--- src/rtl/signed_minmax_pkg.sv ---
// Shared state encoding for the signed min/max frame controller.
package signed_minmax_pkg;

    localparam logic [1:0] ST_IDLE  = 2'd0;
    localparam logic [1:0] ST_FIRST = 2'd1;
    localparam logic [1:0] ST_ACCUM = 2'd2;
    localparam logic [1:0] ST_DONE  = 2'd3;

    typedef enum logic [1:0] {
        IDLE  = ST_IDLE,
        FIRST = ST_FIRST,
        ACCUM = ST_ACCUM,
        DONE  = ST_DONE
    } state_t;

endpackage

--- src/rtl/signed_comparator.sv ---
// Two's complement magnitude compare: is_a_greater is high when a > b.
module signed_comparator #(
    parameter int SIZE = 8
) (
    input  logic [SIZE-1:0] a,
    input  logic [SIZE-1:0] b,
    output logic            is_a_greater
);

    assign is_a_greater = $signed(a) > $signed(b);

endmodule

--- src/rtl/signed_minmax_controller.sv ---
// Streams one frame of signed samples and reports the max/min value, their
// first positions and the sample count, with a valid/ready result handshake.
//
// state | meaning
// IDLE  | waiting for start, previous results held
// FIRST | waiting for the first sample, which seeds max/min
// ACCUM | folding further samples into the running max/min
// DONE  | result presented until the consumer takes it
module signed_minmax_controller
    import signed_minmax_pkg::*;
#(
    parameter  int SIZE  = 8,
    parameter  int COUNT = 8,
    localparam int IDX_W = ($clog2(COUNT) == 0) ? 1 : $clog2(COUNT)
) (
    input  logic               clk,
    input  logic               rst,
    input  logic               start,
    input  logic               in_valid,
    output logic               in_ready,
    input  logic [SIZE-1:0]    in_data,
    input  logic               in_last,
    output logic               out_valid,
    input  logic               out_ready,
    output logic [SIZE-1:0]    max_val,
    output logic [SIZE-1:0]    min_val,
    output logic [IDX_W-1:0]   max_idx,
    output logic [IDX_W-1:0]   min_idx,
    output logic [IDX_W:0]     count,
    output logic               busy
);

    localparam logic [IDX_W:0] COUNT_FULL = (IDX_W + 1)'(COUNT);
    localparam bit             SINGLE     = (COUNT == 1);

    state_t           state_q, state_d;
    logic             in_hs;
    logic             max_gt, min_gt;
    logic [IDX_W:0]   count_inc;

    assign in_hs     = in_valid & in_ready;
    assign count_inc = count + (IDX_W + 1)'(1);
    assign busy      = (state_q != IDLE);

    signed_comparator #(.SIZE(SIZE)) u_cmp_max (
        .a            (in_data),
        .b            (max_val),
        .is_a_greater (max_gt)
    );

    signed_comparator #(.SIZE(SIZE)) u_cmp_min (
        .a            (min_val),
        .b            (in_data),
        .is_a_greater (min_gt)
    );

    always_ff @(posedge clk or posedge rst) begin
        if (rst) state_q <= IDLE;
        else     state_q <= state_d;
    end

    // in_ready is a pure function of state so there is no in_valid -> in_ready path
    always_comb begin
        state_d   = state_q;
        in_ready  = 1'b0;
        out_valid = 1'b0;
        case (state_q)
            IDLE: begin
                if (start) state_d = FIRST;
            end
            FIRST: begin
                in_ready = 1'b1;
                if (in_valid) state_d = (in_last || SINGLE) ? DONE : ACCUM;
            end
            ACCUM: begin
                in_ready = 1'b1;
                if (in_valid && (in_last || (count_inc == COUNT_FULL))) state_d = DONE;
            end
            DONE: begin
                out_valid = 1'b1;
                if (out_ready) state_d = IDLE;
            end
            default: state_d = IDLE;
        endcase
    end

    // Strict compares only, so a tie keeps the earliest index.
    always_ff @(posedge clk or posedge rst) begin
        if (rst) begin
            max_val <= '0;
            min_val <= '0;
            max_idx <= '0;
            min_idx <= '0;
            count   <= '0;
        end else if (in_hs) begin
            if (state_q == FIRST) begin
                max_val <= in_data;
                min_val <= in_data;
                max_idx <= '0;
                min_idx <= '0;
                count   <= (IDX_W + 1)'(1);
            end else begin
                count <= count_inc;
                if (max_gt) begin
                    max_val <= in_data;
                    max_idx <= count[IDX_W-1:0];
                end
                if (min_gt) begin
                    min_val <= in_data;
                    min_idx <= count[IDX_W-1:0];
                end
            end
        end
    end

endmodule

--- config.mk ---
export PLATFORM = sky130hd
export DESIGN_NAME = signed_minmax_controller
export DESIGN_NICKNAME = d
export VERILOG_FILES = /design/src/rtl/signed_minmax_pkg.sv /design/src/rtl/signed_comparator.sv /design/src/rtl/signed_minmax_controller.sv
export SDC_FILE = /design/constraint.sdc
export NUM_CORES = 1
export LEC_CHECK = 0
export CAP_MARGIN = 30
export CORE_ASPECT_RATIO = 1.4
export CORE_MARGIN = 3
export CORE_UTILIZATION = 44
export DETAILED_ROUTE_END_ITERATION = 10
export HOLD_SLACK_MARGIN = 0.06
export MAX_ROUTING_LAYER = met4
export PLACE_DENSITY = 0.85
export SLEW_MARGIN = 20
export SYNTH_ARGS = -nofsm -noshare
export SYNTH_HDL_FRONTEND = slang
export SYNTH_HIERARCHICAL = 1
export SYNTH_SLANG_ARGS = --single-unit
--- constraint.sdc ---
create_clock -name clk -period 2.3 [get_ports clk]
set_clock_uncertainty 0.1 [all_clocks]
set_input_delay 0.345 -clock clk [delete_from_list [all_inputs] [get_ports clk]]
set_output_delay 0.345 -clock clk [all_outputs]
set_load 0.01 [all_outputs]
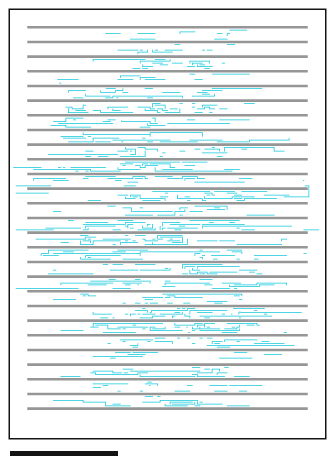
Figure 1: signal wires on met1.
Bar = 20 um. Supply wires on this layer in gray.
share of all routed wire = 41%
longest straight run = 16.6 um
main direction = horizontal
routed vias: 1343
Total Routed Length: 3930 um
GRT met1 Usage: 21.1%

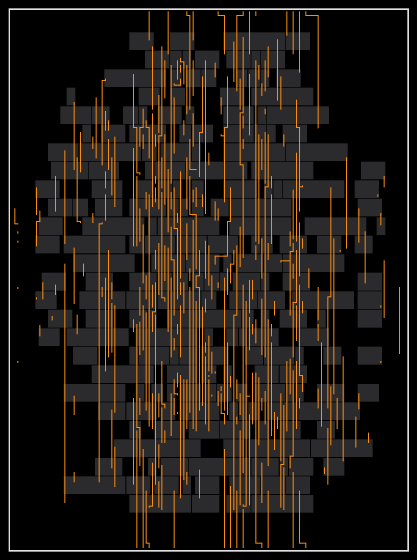
Figure 2: metal 2.
Cells faint in the background.
wire length on this layer = 2180 um
nets with wire on the layer = 216
met2 Usage GRT: 32.8%

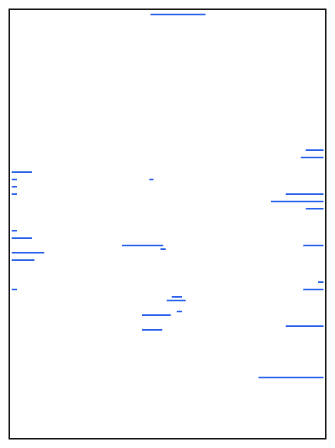
Figure 3: signal wires on met3.
main direction = horizontal
nets with wire on the layer = 25
longest straight run = 11.8 um

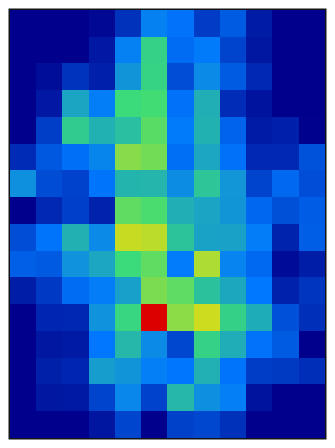
Figure 4: routed metal per tile.
The die is cut into 12 by 16 equal tiles; dark blue is low, red is high, scaled to the fullest tile. Values are wire area over tile area, all layers added.
mean over tiles = 0.13
densest ninth of the die = center
nearly empty tiles = 18%
fullest tile = 0.60
emptiest ninth of the die = upper right

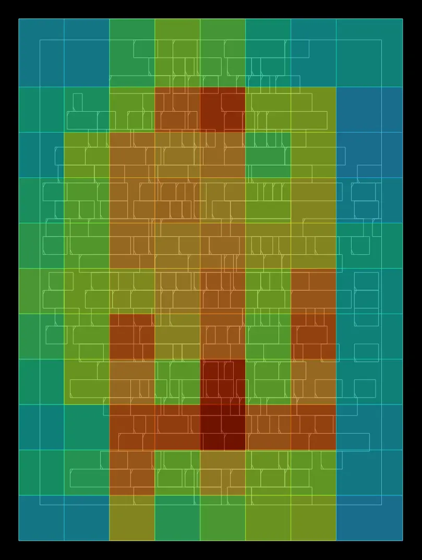
Figure 5: track usage over the die.
GR Util met3: 1.63%
layer carrying the most global-route usage: met2
overall track demand over capacity in global routing: 18.3%
post-detailed-route wirelength per cell: 15.2 um
share of the core filled with cells in the final layout: 64.2%

==> run summary <==
Physical design

After legalization and detailed placement, the total HPWL measured 2770 um. The count of cells along the worst register-to-register path stands at 9. Per the timing report, the most critical flop-to-flop path finishes at max_val[3]. Among logic cells in the layout, the one with the most instances is sky130_fd_sc_hd__clkdlybuf4s50_1. TritonCTS built the clock tree. The commonest cells after synthesis are sky130_fd_sc_hd__dfrtp_1, sky130_fd_sc_hd__inv_1, sky130_fd_sc_hd__ha_1. The floorplan has 26 rows.

The run finished with clean final reports. The worst setup path is captured at a flip-flop. In the Yosys report the total cell count is between 150 and 200. The main area contributors are sky130_fd_sc_hd__dfrtp_1, sky130_fd_sc_hd__ha_1, sky130_fd_sc_hd__mux2_2. For this design the ratio of total power to cell area is around 1500 mW/mm2. The number of resized instances in the post-cts repair step stands at 9. The final weighted congestion of routability-driven global placement stands at 0.815. The final count of hold timing violations stands at 0. The area fraction in mux cells stands at between 10% and 20%.

In this run, the synthesized area fraction spent on AND-OR/OR-AND gates is recorded as between 10 and 15%. The total die area stands at 0.00464 mm2. CTS reports a maximum clock tree buffer depth of 2.

The final report lists a non-filler cell total of 259. The clock insertion delay at the later pin of the skew report stands at 0.27 ns. Counting flops with a built-in enable in the synthesized netlist gives 0.

The average instance in the mapped netlist occupies 10.4 um2. Per the OpenROAD floorplan log, the width of the die is 58.4 um. The number of maximum-capacitance violations stands at 0.

Counting pins that exceed their max-slew limit in the final report gives 0. The post-CTS setup repair buffer count stands at 0. For flop-to-flop paths, the worst setup slack is between 0.05 and 0.06 ns. TritonCTS reports the number of clock sinks as 28. For this run the aggregate overflow at the end of global routing stands at 0. The static power due to leakage stands at 1.10 nW.

The initial antenna violation count is 0. Summing the areas of all fa, ha and maj instances in the mapped netlist gives about 16% of the synthesized area. The violation count after the first detailed-route iteration stands at 16. The synthesized instance count is 162. Per the detail_route log, the uppermost layer with routed signals is met4. The required time at the worst endpoint is listed as 2.36 ns. Per the post-route antenna check, the number of violating nets is 0. The total CTS buffers stands at 3. Looking at the worst setup and hold paths, the clock pins of their registers show a slew of roughly 0.10 ns. The number of remaining DRC errors stands at 0. In this run the tool buffered the top-level ports with 42 buffer cells.
==> layout make-up <==
| class | count | area (um2) | share of cell area, % |
|---|---|---|---|
| clock buffers | 3 | 41.3 | 1.75 |
| clock inverters | 1 | 30.0 | 1.27 |
| inverters | 23 | 86.3 | 3.66 |
| multi-input cells | 108 | 937 | 39.7 |
| flip-flops and latches | 28 | 701 | 29.7 |
| well taps | 42 | 52.6 | 2.23 |
| repair buffers | 54 | 513 | 21.7 |
==> power breakdown <==
| part | internal, W | switching, W |
|---|---|---|
| sequential | 0.000736 | 0.000219 |
| clock | 0.000233 | 0.000157 |
| combinational | 0.00118 | 0.000942 |
==> critical path, cell delays in order, from the launching register on <==
cell and delay, ns:
sky130_fd_sc_hd__dfrtp_1 0.40, sky130_fd_sc_hd__inv_1 0.06, sky130_fd_sc_hd__ha_1 0.32, sky130_fd_sc_hd__a21oi_2 0.15, sky130_fd_sc_hd__o21ai_1 0.10, sky130_fd_sc_hd__a41oi_2 0.16
sky130_fd_sc_hd__a31oi_1 0.13, sky130_fd_sc_hd__o211ai_2 0.22, sky130_fd_sc_hd__buf_6 0.15, sky130_fd_sc_hd__mux2_2 0.34
==> stage by stage <==
step                instance area, um2  total power [W]  setup WS (ns)  util [%]  setup TNS (ns)
floorplan                         1690          0.00206         0.0492         -               0
global placement                  2200          0.00283         -0.359      59.9           -6.07
detailed placement                2200          0.00289         -0.431      59.9           -7.60
CTS                               2280          0.00336         0.0132      62.1               0
global route                      2360          0.00373        -0.0490      64.2          -0.377
finish                            2360          0.00346         0.0593      64.2               0
==> flip-flops by register name, summed over array words and instances, names as in the netlist <==
signal	cells
max_idx	3
min_val	8
min_idx	3
count	4
state_q	2
max_val	8
Power is estimated from default activity; no workload was simulated.
